--- src/rtl/glcm_pkg.sv ---
// Shared constants, FSM encoding and burst-sizing helper for the GLCM matrix reader.
package glcm_pkg;

  localparam logic [2:0] AXSIZE_4B    = 3'b010;
  localparam logic [1:0] AXBURST_INCR = 2'b01;
  localparam logic [1:0] RESP_OKAY    = 2'b00;

  localparam int N_WORDS    = 64;
  localparam int BURST_MAX  = 16;
  localparam int PAGE_BYTES = 4096;

  typedef enum logic [1:0] {
    ST_IDLE,
    ST_AR,
    ST_R,
    ST_DRAIN
  } state_e;

  // Beats in the next burst: capped by the AXI burst limit, the words still
  // to fetch, and the words left before the next 4 KB page boundary.
  function automatic logic [4:0] burst_len(input logic [6:0]  words_left,
                                           input logic [11:0] page_off);
    logic [10:0] room_words;
    logic [10:0] len;
    room_words = 11'((13'(PAGE_BYTES) - {1'b0, page_off}) >> 2);
    len        = 11'(BURST_MAX);
    if ({4'b0, words_left} < len) len = {4'b0, words_left};
    if (room_words < len)         len = room_words;
    return len[4:0];
  endfunction

endpackage

--- src/rtl/glcm_word_fifo.sv ---
// Small synchronous FIFO holding {index, data} words between AXI and the core.
module glcm_word_fifo #(
  parameter  int WIDTH = 38,
  parameter  int DEPTH = 4,
  localparam int PTR_W = $clog2(DEPTH),
  localparam int CNT_W = PTR_W + 1
) (
  input  logic             clk,
  input  logic             rst_n,
  input  logic             push,
  input  logic [WIDTH-1:0] wdata,
  input  logic             pop,
  output logic [WIDTH-1:0] rdata,
  output logic [CNT_W-1:0] count,
  output logic             full,
  output logic             empty
);

  logic [WIDTH-1:0] mem_q [DEPTH];
  logic [PTR_W-1:0] wr_ptr_q, wr_ptr_d;
  logic [PTR_W-1:0] rd_ptr_q, rd_ptr_d;
  logic [CNT_W-1:0] count_q, count_d;
  logic             push_ok, pop_ok;

  assign full    = (count_q == CNT_W'(DEPTH));
  assign empty   = (count_q == '0);
  assign count   = count_q;
  assign push_ok = push && !full;
  assign pop_ok  = pop && !empty;
  // Head is forced to zero when empty so stale storage never leaks out.
  assign rdata   = empty ? '0 : mem_q[rd_ptr_q];

  // Pointer and occupancy update.
  always_comb begin
    // NOTE: every signal driven here gets a default first, so no latch can be inferred.
    wr_ptr_d = wr_ptr_q;
    rd_ptr_d = rd_ptr_q;
    count_d  = count_q;
    if (push_ok) wr_ptr_d = wr_ptr_q + PTR_W'(1);
    if (pop_ok)  rd_ptr_d = rd_ptr_q + PTR_W'(1);
    unique case ({push_ok, pop_ok})
      2'b10:   count_d = count_q + CNT_W'(1);
      2'b01:   count_d = count_q - CNT_W'(1);
      default: count_d = count_q;
    endcase
  end

  // Control registers with synchronous reset.
  always_ff @(posedge clk) begin
    // NOTE: sequential state uses non-blocking assignments so all flops update together.
    if (!rst_n) begin
      wr_ptr_q <= '0;
      rd_ptr_q <= '0;
      count_q  <= '0;
    end else begin
      wr_ptr_q <= wr_ptr_d;
      rd_ptr_q <= rd_ptr_d;
      count_q  <= count_d;
    end
  end

  // Storage array.
  always_ff @(posedge clk) begin
    // NOTE: storage is deliberately not reset; the empty flag masks its contents.
    if (push_ok) mem_q[wr_ptr_q] <= wdata;
  end

endmodule

--- src/rtl/glcm_matrix_reader.sv ---
// AXI4 read master: fetches the 16x16 GLCM input matrix as 64 words in
// 4 KB-safe bursts and streams them with their raster index to the core.
module glcm_matrix_reader #(
  parameter int ID_WIDTH   = 4,
  parameter int ADDR_WIDTH = 32,
  parameter int DATA_WIDTH = 32,
  parameter int N_WORDS    = glcm_pkg::N_WORDS,
  parameter int FIFO_DEPTH = 4
) (
  input  logic                  clk,
  input  logic                  rst_n,
  input  logic                  start,
  input  logic [ADDR_WIDTH-1:0] base_addr,
  output logic                  busy,
  output logic                  done,
  output logic                  err,
  output logic [ID_WIDTH-1:0]   arid_m_inf,
  output logic [ADDR_WIDTH-1:0] araddr_m_inf,
  output logic [3:0]            arlen_m_inf,
  output logic [2:0]            arsize_m_inf,
  output logic [1:0]            arburst_m_inf,
  output logic                  arvalid_m_inf,
  input  logic                  arready_m_inf,
  input  logic [ID_WIDTH-1:0]   rid_m_inf,
  input  logic [DATA_WIDTH-1:0] rdata_m_inf,
  input  logic [1:0]            rresp_m_inf,
  input  logic                  rlast_m_inf,
  input  logic                  rvalid_m_inf,
  output logic                  rready_m_inf,
  output logic                  out_valid,
  input  logic                  out_ready,
  output logic [31:0]           out_data,
  output logic [5:0]            out_idx
);

  import glcm_pkg::*;

  localparam int CNT_W  = $clog2(FIFO_DEPTH) + 1;
  localparam int FIFO_W = DATA_WIDTH + 6;

  state_e                state_q, state_d;
  logic [ADDR_WIDTH-1:0] cur_addr_q, cur_addr_d;
  logic [ADDR_WIDTH-1:0] araddr_q, araddr_d;
  logic [6:0]            words_left_q, words_left_d;
  logic [3:0]            arlen_q, arlen_d;
  logic [3:0]            beats_left_q, beats_left_d;
  logic [5:0]            push_idx_q, push_idx_d;
  logic                  err_q, err_d;
  logic                  done_q, done_d;

  logic                  fifo_full, fifo_empty, fifo_pop, r_fire, last_beat, beat_err, load_burst;
  logic [CNT_W-1:0]      fifo_count;
  logic [FIFO_W-1:0]     fifo_rdata;
  logic [ADDR_WIDTH-1:0] src_addr;
  logic [6:0]            src_words;
  logic [4:0]            next_len;

  // cur_addr/words_left always describe the burst still to be issued, so the
  // next burst is sized from them (or from base_addr when starting).
  assign src_addr  = (state_q == ST_IDLE) ? base_addr  : cur_addr_q;
  assign src_words = (state_q == ST_IDLE) ? 7'(N_WORDS) : words_left_q;
  assign next_len  = burst_len(src_words, src_addr[11:0]);

  assign rready_m_inf = (state_q == ST_R) && !fifo_full;
  assign r_fire       = rvalid_m_inf && rready_m_inf;
  assign fifo_pop     = out_valid && out_ready;
  assign last_beat    = (beats_left_q == '0);
  // The beat counter, not rlast, ends a burst; a misplaced rlast only flags err.
  assign beat_err     = (rresp_m_inf != RESP_OKAY) || (rid_m_inf != '0) ||
                        (rlast_m_inf != last_beat);

  // Next-state and datapath control.
  always_comb begin
    state_d      = state_q;
    cur_addr_d   = cur_addr_q;
    araddr_d     = araddr_q;
    words_left_d = words_left_q;
    arlen_d      = arlen_q;
    beats_left_d = beats_left_q;
    push_idx_d   = push_idx_q;
    err_d        = err_q;
    done_d       = 1'b0;
    load_burst   = 1'b0;
    unique case (state_q)
      ST_IDLE: if (start) begin
        load_burst = 1'b1;
        push_idx_d = '0;
        err_d      = 1'b0;
        state_d    = ST_AR;
      end
      ST_AR: if (arready_m_inf) begin
        beats_left_d = arlen_q;
        state_d      = ST_R;
      end
      ST_R: if (r_fire) begin
        push_idx_d = push_idx_q + 6'd1;
        if (beat_err) err_d = 1'b1;
        if (!last_beat) begin
          beats_left_d = beats_left_q - 4'd1;
        end else if (words_left_q != '0) begin
          load_burst = 1'b1;
          state_d    = ST_AR;
        end else begin
          state_d = ST_DRAIN;
        end
      end
      ST_DRAIN: if (fifo_empty || (fifo_pop && fifo_count == CNT_W'(1))) begin
        done_d  = 1'b1;
        state_d = ST_IDLE;
      end
      default: state_d = ST_IDLE;
    endcase
    if (load_burst) begin
      araddr_d     = src_addr;
      arlen_d      = 4'(next_len - 5'd1);
      cur_addr_d   = src_addr + ADDR_WIDTH'({next_len, 2'b00});
      words_left_d = src_words - 7'(next_len);
    end
  end

  // State registers with synchronous active-low reset.
  always_ff @(posedge clk) begin
    if (!rst_n) begin
      state_q      <= ST_IDLE;
      cur_addr_q   <= '0;
      araddr_q     <= '0;
      words_left_q <= '0;
      arlen_q      <= '0;
      beats_left_q <= '0;
      push_idx_q   <= '0;
      err_q        <= 1'b0;
      done_q       <= 1'b0;
    end else begin
      state_q      <= state_d;
      cur_addr_q   <= cur_addr_d;
      araddr_q     <= araddr_d;
      words_left_q <= words_left_d;
      arlen_q      <= arlen_d;
      beats_left_q <= beats_left_d;
      push_idx_q   <= push_idx_d;
      err_q        <= err_d;
      done_q       <= done_d;
    end
  end

  glcm_word_fifo #(
    .WIDTH (FIFO_W),
    .DEPTH (FIFO_DEPTH)
  ) u_fifo (
    .clk   (clk),
    .rst_n (rst_n),
    .push  (r_fire),
    .wdata ({push_idx_q, rdata_m_inf}),
    .pop   (fifo_pop),
    .rdata (fifo_rdata),
    .count (fifo_count),
    .full  (fifo_full),
    .empty (fifo_empty)
  );

  assign arid_m_inf    = '0;
  assign araddr_m_inf  = araddr_q;
  assign arlen_m_inf   = arlen_q;
  assign arsize_m_inf  = AXSIZE_4B;
  assign arburst_m_inf = AXBURST_INCR;
  assign arvalid_m_inf = (state_q == ST_AR);
  assign busy          = (state_q != ST_IDLE);
  assign done          = done_q;
  assign err           = err_q;
  assign out_valid     = !fifo_empty;
  assign out_data      = fifo_rdata[DATA_WIDTH-1:0];
  assign out_idx       = fifo_rdata[FIFO_W-1 -: 6];

endmodule

--- config.mk ---
export PLATFORM = sky130hd
export DESIGN_NAME = glcm_matrix_reader
export DESIGN_NICKNAME = d
export VERILOG_FILES = /design/src/rtl/glcm_pkg.sv /design/src/rtl/glcm_word_fifo.sv /design/src/rtl/glcm_matrix_reader.sv
export SDC_FILE = /design/constraint.sdc
export NUM_CORES = 1
export LEC_CHECK = 0
export CAP_MARGIN = 20
export CELL_PAD_IN_SITES_DETAIL_PLACEMENT = 2
export CELL_PAD_IN_SITES_GLOBAL_PLACEMENT = 2
export CORE_ASPECT_RATIO = 1.5
export CORE_MARGIN = 2
export CORE_UTILIZATION = 42
export CTS_CLUSTER_SIZE = 20
export DETAILED_ROUTE_END_ITERATION = 8
export DONT_BUFFER_PORTS = 1
export GPL_ROUTABILITY_DRIVEN = 0
export PLACE_DENSITY = 0.9
export SLEW_MARGIN = 10
export SYNTH_ARGS = -nofsm -noshare
export SYNTH_HDL_FRONTEND = slang
export SYNTH_SLANG_ARGS = --single-unit
--- constraint.sdc ---
create_clock -name clk -period 6.95 [get_ports clk]
set_input_delay 1.0425 -clock clk [delete_from_list [all_inputs] [get_ports clk]]
set_output_delay 1.0425 -clock clk [all_outputs]
set_load 0.01 [all_outputs]
==> run_1/met1.png <==
The bar under the picture is 50 um long.
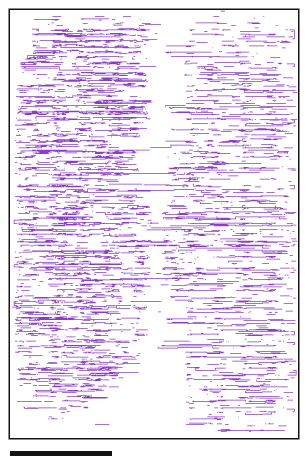
The wires run mostly horizontal. The longest straight run is 45.5 um.

==> run_1/met2.png <==
The bar under the picture is 50 um long.
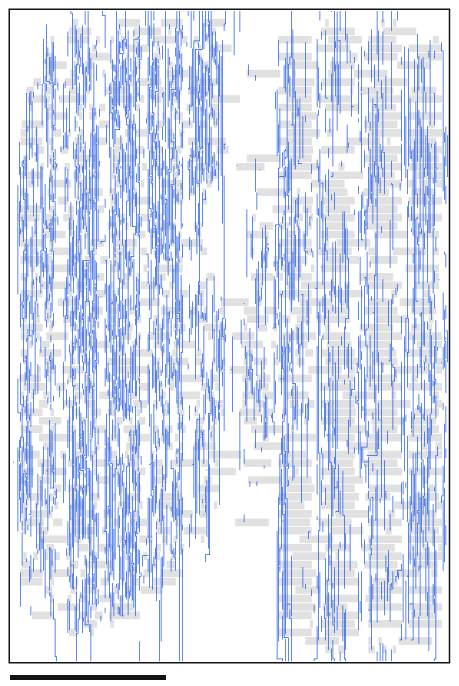
1,039 nets have wire on it. The longest straight run is 92.5 um.
total wire length: 33,500 um
grt met2 use: 0.434

==> impl_summary.log, run 1 <==
[flow] collecting metrics
[metrics] result of the run: completed
[metrics] first-pass iteration count of the detailed router: 4
[metrics] vias in the first global route: 9,228
[metrics] setup repair after global routing missed its margin: false
[metrics] clock latency on the worst-skew pair: 0.53 ns
[metrics] library cell with the highest instance count after synthesis: edfxtp_1
[metrics] post-CTS setup repair buffer count: 0
[metrics] post-synthesis average cell area: 11.6 um2
[metrics] worst min path class: register to register
[metrics] number of sinks driven by the clock tree: 248
[metrics] top logic cells by instance count in the layout: edfxtp_1 (152), nand2_1 (98), dfxtp_1 (94)
[metrics] final worst-path setup slack: 0.818 ns
[metrics] number of violations of the max-capacitance limit: 0
[metrics] most frequent logic cell in the layout: edfxtp_1
[metrics] largest net degree at the start of global routing: 55
[metrics] worst setup path start: state_q[0]
[metrics] worst rel slew slack: 0.305
[metrics] detailed-route vias per instance: 5.95
[metrics] simple share: 0.148
[metrics] number of pins exceeding their max-slew limit in the final report: 0
[metrics] RR Endpoint: cur_addr_q[18]
[metrics] worst hold endpoint: cur_addr_q[3]
[metrics] fraction of synthesis flops using an asynchronous set or reset pin: 0
[metrics] overall track demand over capacity in global routing: 0.227
[metrics] synthesized netlist cell count: 1,020
[metrics] post-route design area: 0.0130 mm2
[metrics] worst-case setup slack after placement: 0.669 ns
[metrics] actual transition at the worst max-transition pin: 1.04 ns
[metrics] tool warnings: 32
[metrics] Final min period: 6.13 ns
[metrics] multiplexer area fraction after synthesis: 0.0903
[metrics] number of buffers on the longest clock path: 3
[metrics] combinational family with the most area after synthesis: simple AND/OR/NAND/NOR gates
[metrics] fraction of layout cells with a size suffix above 1: 0.118
[metrics] AND-OR/OR-AND Cells, Area Fraction: 0.125
[metrics] Cell variety after synth: 79
[metrics] worst hold stages: 2
==> run_1/met3.png <==
The bar under the picture is 50 um long.
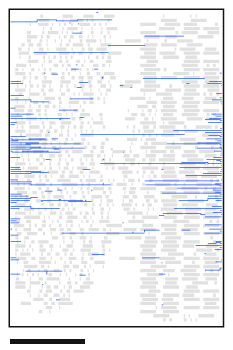
The wires run mostly horizontal. 137 nets have wire on it.

[run 1: registers in the layout (all words and copies together) (netlist names), named ones only]
signal / cells
words_left_q: 7
u_fifo.count: 3
cur_addr_q: 32
araddr_m_inf: 30
err: 1
done: 1
u_fifo.mem_q: 152
u_fifo.wr_ptr_q: 2
beats_left_q: 4
state_q: 2
arlen_m_inf: 4
push_idx_q: 6
u_fifo.rd_ptr_q: 2
[run 1: metal layers]
metal | global-route usage | wire length (um)
met3 | 0.0502 | 1980
met1 | 0.243 | 12400
met4 | 0.0762 | 994
met5 | 0 | 0
met2 | 0.434 | 18100
[run 1: final cells by class]
type | count | area [um2] | share of cell area
Sequential cell | 248 | 6490 | 0.500
Timing Repair Buffer | 17 | 160 | 0.0123
Clock inverter | 14 | 179 | 0.0138
Antenna cell | 1 | 2.50 | 0.000193
Inverter | 25 | 93.8 | 0.00723
Multi-Input combinational cell | 684 | 4970 | 0.383
Clock buffer | 31 | 648 | 0.0500
Tap cell | 346 | 433 | 0.0334
[run 1: worst max-delay path, stage by stage, from the launching register on]
cell and delay (ns):
dfxtp_1 0.34, nor2_4 0.34, mux2i_1 0.42, inv_1 0.22, nor4b_4 0.40, nand2_1 0.13
xnor2_1 0.18, ha_1 0.35, a21o_1 0.18, a21o_1 0.19, a211oi_1 0.38, o211ai_4 0.27
mux2_4 0.40, ha_1 0.23, fa_1 0.43, a21o_1 0.21, a21oi_1 0.31, o21ba_2 0.29
or3_1 0.28, nor2_1 0.09, a211oi_1 0.27, o31a_1 0.17
[run 1: power breakdown]
group	total, mW	internal (mW)	switching, mW
registers	1.71	1.63	0.0825
clock network	1.38	0.812	0.568
logic	0.950	0.368	0.583
total	4.05	2.81	1.23
==> run_1/final_congestion.png <==
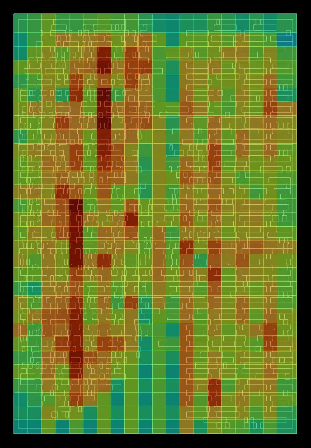

==> run 1 -> run 2 <==
--- a/config.mk
+++ b/config.mk
@@ -16,7 +16,9 @@
 export DONT_BUFFER_PORTS = 1
 export GPL_ROUTABILITY_DRIVEN = 0
 export PLACE_DENSITY = 0.9
+export SKIP_CTS_REPAIR_TIMING = 1
 export SLEW_MARGIN = 10
 export SYNTH_ARGS = -nofsm -noshare
 export SYNTH_HDL_FRONTEND = slang
+export SYNTH_HIERARCHICAL = 1
 export SYNTH_SLANG_ARGS = --single-unit
==> run_2/final_congestion.png <==
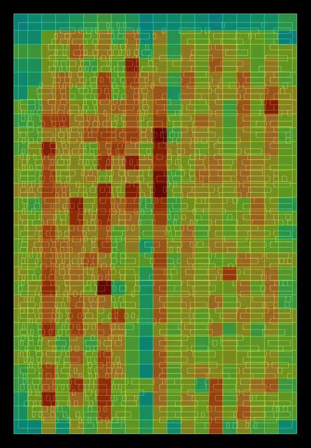
Layout Utilization: 0.471
overall track demand over capacity in global routing: 0.229

==> impl_summary.log, run 2 <==
[flow] collecting metrics
[metrics] detailed-route vias per instance: 5.87 (was 5.95)
[metrics] vias in the first global route: 8,998 (was 9,228)
[metrics] buffer and inverter count on the worst path: 1 (unchanged)
[metrics] worst hold endpoint: cur_addr_q[6] (was cur_addr_q[3])
[metrics] clock latency on the worst-skew pair: 0.54 ns (was 0.53 ns)
[metrics] largest power group: sequential cells (unchanged)
[metrics] Final min period: 6.38 ns (was 6.13 ns)
[metrics] register with the highest flop count: u_fifo/mem_q (was u_fifo.mem_q)
[metrics] actual transition at the worst max-transition pin: 1.09 ns (was 1.04 ns)
[metrics] tool warnings: 29 (was 32)
[metrics] Comb group: 1.30 mW (was 950 uW)
[metrics] worst path cell trace: nor2_4, mux2i_1, inv_1, nor3_1, nand2_1, xnor2_1, ha_1, a2111oi_0, nand3_1, o221ai_1, and2_1, a21o_1, ha_1, fa_1, a21o_1, a21oi_1, o21bai_1, nand2_1, a211oi_1, mux2_2, a21oi_1 (was nor2_4, mux2i_1, inv_1, nor4b_4, nand2_1, xnor2_1, ha_1, a21o_1, a21o_1, a211oi_1, o211ai_4, mux2_4, ha_1, fa_1, a21o_1, a21oi_1, o21ba_2, or3_1, nor2_1, a211oi_1, o31a_1)
[metrics] number of violations of the max-capacitance limit: 0 (unchanged)
[metrics] kind of cell adding the most delay to the critical path: AND-OR/OR-AND gates (unchanged)
[metrics] delay of the slowest cell on the worst path: 0.53 ns (was 0.43 ns)
[metrics] IR Drop Worst-Case VDD: 275 uV (was 187 uV)
[metrics] highest-delay cell along the critical path: and2_1 (was fa_1)
[metrics] worst min path class: register to register (unchanged)
[metrics] fraction of synthesis flops using an asynchronous set or reset pin: 0 (unchanged)
[metrics] number of sinks driven by the clock tree: 248 (unchanged)
[metrics] RR Endpoint: cur_addr_q[28] (was cur_addr_q[18])
[metrics] post-synthesis average cell area: 11.7 um2 (was 11.6 um2)
[metrics] number of buffers on the longest clock path: 3 (unchanged)
[metrics] total sequential power: 1.87 mW (was 1.71 mW)
[metrics] Cell variety after synth: 72 (was 79)
[metrics] number of flip-flops in the largest register: 152 (unchanged)
[metrics] combinational share of power: 0.280 (was 0.235)
[metrics] top logic cells by instance count in the layout: edfxtp_1 (152), nand2_1 (117), dfxtp_1 (94) (was edfxtp_1 (152), nand2_1 (98), dfxtp_1 (94))
[metrics] residual overflow from global routing: 0 (unchanged)
[metrics] worst rel slew slack: 0.273 (was 0.305)
[metrics] fraction of layout cells with a size suffix above 1: 0.121 (was 0.118)
[metrics] number of pins exceeding their max-slew limit in the final report: 0 (unchanged)
[metrics] largest net degree at the start of global routing: 67 (was 55)
[metrics] worst hold stages: 2 (unchanged)
[metrics] library cell with the highest instance count after synthesis: edfxtp_1 (unchanged)
[metrics] proportion of power drawn by the clock network: 0.315 (was 0.341)
[metrics] switching share of total power: 0.345 (was 0.305)
[metrics] proportion of power drawn by flip-flops and latches: 0.405 (was 0.424)
[metrics] clock input transition at the sequential cells of the worst setup and hold paths: 0.06 ns (about the same)
[metrics] setup repair after global routing missed its margin: false (unchanged)
[metrics] Synth flops: 248 (unchanged)
[metrics] result of the run: completed (unchanged)
==> run_2/met3.png <==
The bar under the picture is 50 um long.
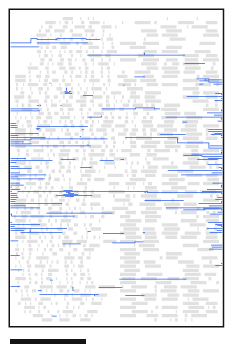
The layer carries 2,000 um of wire. 128 nets have wire on it.
total wire length: 33,900 um
GR Layer Usage met3: 0.0520
total via count after detailed routing: 7,936

==> run 2: kinds of logic after synthesis <==
kind of cell / Yosys count / share of synthesized area
compound gates: 187 / 0.104
xor+xnor: 30 / 0.0225
fa+ha+maj: 26 / 0.0298
buf+inv: 95 / 0.0393
flops: 248 / 0.555
mux: 70 / 0.102
other cells: 2 / 0.000643
simple gates: 344 / 0.147
==> run 2: worst max path at each step <==
stage,from,cells past startpoint,slack (ns),endpoint
5_1_grt,state_q[0],21,0.19,cur_addr_q[28]
3_3_place_gp,base_addr[4],20,0.97,cur_addr_q[30]
3_5_place_dp,base_addr[4],20,0.58,words_left_q[6]
4_1_cts,state_q[0],21,0.62,cur_addr_q[28]
6_report,state_q[0],21,0.57,cur_addr_q[28]
2_1_floorplan,base_addr[1],22,1.44,cur_addr_q[30]
==> run 2: final cells by class <==
cell class,instances,area (um2)
repair buffers,15,150
diodes,3,7.51
fillers,2707,14400
inverters,28,105
clock inverters,13,151
well taps,342,428
multi-input cells,667,4790
clock buffers,35,746
flip-flops and latches,248,6490
==> run 2: metal layers <==
layer,GRT usage,share of wire,up-vias
met5,0,0,-
met4,0.0606,0.017,0
met3,0.0520,0.059,42
met2,0.444,0.55,189
met1,0.247,0.38,4076
li1,-,-,3629
==> run 2: through the flow <==
step                utilization  total power, mW  std cells  worst slack [ns]  instance area (um2)
global route              0.471             4.85       1349             0.193                12900
finish                    0.471             4.62       1351             0.568                12900
global placement          0.436             3.13       1297             0.972                11900
detailed placement        0.436             3.19       1297             0.577                11900
floorplan                     -             2.81       1010              1.44                11700
CTS                       0.469             4.66       1345             0.618                12800
==> run 2 -> run 3 <==
--- a/config.mk
+++ b/config.mk
@@ -11,7 +11,7 @@
 export CORE_ASPECT_RATIO = 1.5
 export CORE_MARGIN = 2
 export CORE_UTILIZATION = 42
-export CTS_CLUSTER_SIZE = 20
+export CTS_CLUSTER_SIZE = 28
 export DETAILED_ROUTE_END_ITERATION = 8
 export DONT_BUFFER_PORTS = 1
 export GPL_ROUTABILITY_DRIVEN = 0
==> run_3/met4.png <==
The bar under the picture is 50 um long.
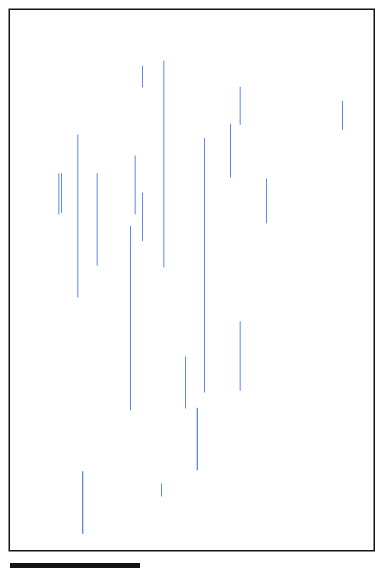
The layer carries 587 um of wire. 11 nets have wire on it. The longest straight run is 97.9 um. The wires run mostly vertical.

==> impl_summary.log, run 3 <==
[flow] collecting metrics
[metrics] CP Capture Type: register (unchanged)
[metrics] horizontal extent of the die: 140 um (unchanged)
[metrics] area enclosed by the die boundary: 0.0292 mm2 (unchanged)
[metrics] Worst Path Arrival: 6.83 ns (about the same)
[metrics] actual transition at the worst max-transition pin: 1.09 ns (unchanged)
[metrics] number of nets in the layout: 1,089 (unchanged)
[metrics] number of violations of the max-capacitance limit: 0 (unchanged)
[metrics] IR Drop Worst-Case VDD: 275 uV (unchanged)
[metrics] initial antenna violation count: 3 (unchanged)
[metrics] vias in the first global route: 8,998 (unchanged)
[metrics] Warnings, synthesis: 6 (unchanged)
[metrics] total negative slack: 0 ns (unchanged)
[metrics] fraction of synthesis flops using an asynchronous set or reset pin: 0 (unchanged)
[metrics] clock input transition at the sequential cells of the worst setup and hold paths: 0.06 ns (about the same)
[metrics] count of routing violations after the opening detailed-route iteration: 329 (unchanged)
[metrics] post-synthesis average cell area: 11.7 um2 (unchanged)
[metrics] library cell with the highest instance count after synthesis: edfxtp_1 (unchanged)
[metrics] first-pass iteration count of the detailed router: 4 (unchanged)
[metrics] number of buffers on the longest clock path: 3 (unchanged)
[metrics] tally of non-filler cells in the final layout: 1,351 (unchanged)
[metrics] kind of start point of the critical path: register (unchanged)
[metrics] fraction of layout cells with a size suffix above 1: 0.121 (unchanged)
[metrics] post-route design area: 0.0129 mm2 (unchanged)
[metrics] largest net degree at the start of global routing: 67 (unchanged)
[metrics] area added between synthesis and finish: 10.1% (unchanged)
[metrics] worst clock skew on the final layout: 0.0115 ns (unchanged)
[metrics] most frequent logic cell in the layout: edfxtp_1 (unchanged)
[metrics] yosys-reported design area after synthesis: 0.0117 mm2 (unchanged)
[metrics] top logic cells by instance count in the layout: edfxtp_1 (152), nand2_1 (117), dfxtp_1 (94) (unchanged)
[metrics] number of nets still failing antenna checks after routing: 0 (unchanged)
[metrics] global-route wire length before repair: 52,100 um (unchanged)
[metrics] highest-delay cell along the critical path: and2_1 (unchanged)
[metrics] overall track demand over capacity in global routing: 0.229 (unchanged)
[metrics] cell count after placement: 1,297 (unchanged)
[metrics] worst hold stages: 2 (unchanged)
[metrics] estimated wirelength of the detail-placed design: 23,800 um (unchanged)
[metrics] worst rel slew slack: 0.273 (unchanged)
[metrics] ys cells: 1,002 (unchanged)
[metrics] total wire length: 33,900 um (unchanged)
[metrics] detailed-route vias per instance: 5.87 (unchanged)
[metrics] maximum operating frequency: 0.157 GHz (unchanged)
[metrics] total via count after detailed routing: 7,936 (unchanged)
[metrics] result of the run: completed (unchanged)
[metrics] depth of the CTS H-tree: 1 (unchanged)
[metrics] area after detailed placement: 0.0119 mm2 (unchanged)
[metrics] leakage power figure: 4.52 nW (unchanged)
[metrics] final hold violations: 0 (unchanged)
[metrics] Final min period: 6.38 ns (unchanged)
[metrics] WP data required: 7.40 ns (about the same)
[metrics] maximum fanout encountered on the critical timing path: 15 (unchanged)
[metrics] final worst-path setup slack: 0.568 ns (unchanged)
[metrics] Layout Utilization: 0.471 (unchanged)
[metrics] worst min path class: register to register (unchanged)
[metrics] residual overflow from global routing: 0 (unchanged)
[metrics] delay of the slowest cell on the worst path: 0.53 ns (about the same)
[metrics] Synth flops: 248 (unchanged)
[metrics] number of sinks driven by the clock tree: 248 (unchanged)
[metrics] routed wirelength normalized by instance count: 25.1 um (unchanged)
[metrics] tool warnings: 29 (unchanged)
[metrics] IO Pins: 166 (unchanged)
[metrics] clock latency on the worst-skew pair: 0.54 ns (about the same)
[metrics] netlist area before placement: 0.0117 mm2 (unchanged)
[metrics] clock tree from TritonCTS: yes (unchanged)
[metrics] Primary FF master, synth: edfxtp_1 (unchanged)
[metrics] TritonCTS Buffers: 26 (unchanged)
[metrics] number of flip-flops in the largest register: 152 (unchanged)
[metrics] synthesized netlist cell count: 1,002 (unchanged)
[metrics] Cell variety after synth: 72 (unchanged)
[metrics] cell row count: 74 (unchanged)
[metrics] floorplan die height: 208 um (unchanged)
[metrics] share of the clock period used by the worst path: 0.918 (unchanged)
[metrics] top area contributor share: 0.391 (unchanged)
[metrics] register with the highest flop count: u_fifo/mem_q (unchanged)
[metrics] # setup viols final: 0 (unchanged)
[metrics] worst path cell trace: nor2_4, mux2i_1, inv_1, nor3_1, nand2_1, xnor2_1, ha_1, a2111oi_0, nand3_1, o221ai_1, and2_1, a21o_1, ha_1, fa_1, a21o_1, a21oi_1, o21bai_1, nand2_1, a211oi_1, mux2_2, a21oi_1 (unchanged)
[metrics] number of pins exceeding their max-slew limit in the final report: 0 (unchanged)
[metrics] setup repair after global routing missed its margin: false (unchanged)
[metrics] power after layout: 4.62 mW (unchanged)
[metrics] worst-case setup slack after placement: 0.577 ns (unchanged)
==> run_3/met3.png <==
The bar under the picture is 50 um long.
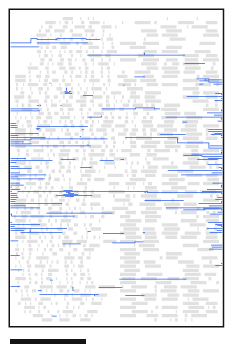
The longest straight run is 85.3 um. The wires run mostly horizontal. 128 nets have wire on it. The layer holds 5.9% of the routed length.

run 3: final timing paths:
path / slack [ns] / end / start
setup / recovery: 0.57 / cur_addr_q[28] / state_q[0]
hold reg to reg: 0.47 / cur_addr_q[6] / cur_addr_q[6]
setup reg to reg: 0.57 / cur_addr_q[28] / state_q[0]
hold / removal: 0.47 / cur_addr_q[6] / cur_addr_q[6]
run 3: report_power, final:
part	switching (mW)	internal (mW)
clock network	0.588	0.866
registers	0.162	1.71
logic	0.844	0.452
total	1.59	3.03
run 3: area by class of cell:
cell class	instances	area (um2)
Clock inverter	13	151
Timing Repair Buffer	15	150
Multi-Input combinational cell	667	4790
Sequential cell	248	6490
Inverter	28	105
Antenna cell	3	7.51
Clock buffer	35	746
Fill cell	2707	14400
Tap cell	342	428
run 3: cells by family (layout without fill, tap and decap cells):
group | count (synthesis) | count (layout) | share of synthesized area
AOI/OAI and AO/OA | 187 | 187 | 0.104
and+or+nand+nor | 344 | 344 | 0.147
xor gates and xnor gates | 30 | 30 | 0.0225
buffers and inverters | 95 | 91 | 0.0393
other | 2 | 13 | 0.000643
adders and majority gates | 26 | 26 | 0.0298
DFF | 248 | 248 | 0.555
muxes | 70 | 70 | 0.102
run 3: layer usage:
layer | vias up | global-route usage | wire, um
li1 | 3629 | - | -
met1 | 4076 | 0.247 | 12800
met2 | 189 | 0.444 | 18500
met3 | 42 | 0.0520 | 2000
met4 | 0 | 0.0606 | 586
met5 | - | 0 | 0
run 3: worst max-delay path, delay by kind of cell, from the launching register on:
kind                       cells  cell delay [ns]
AOI/OAI and AO/OA              8             1.99
xor gates and xnor gates       1             0.24
adders and majority gates      3             0.73
buffers and inverters          1             0.18
DFF                            1             0.51
muxes                          2             0.85
and+or+nand+nor                6             1.77
Power figures rest on the tool's default switching activity, not on a simulated workload.
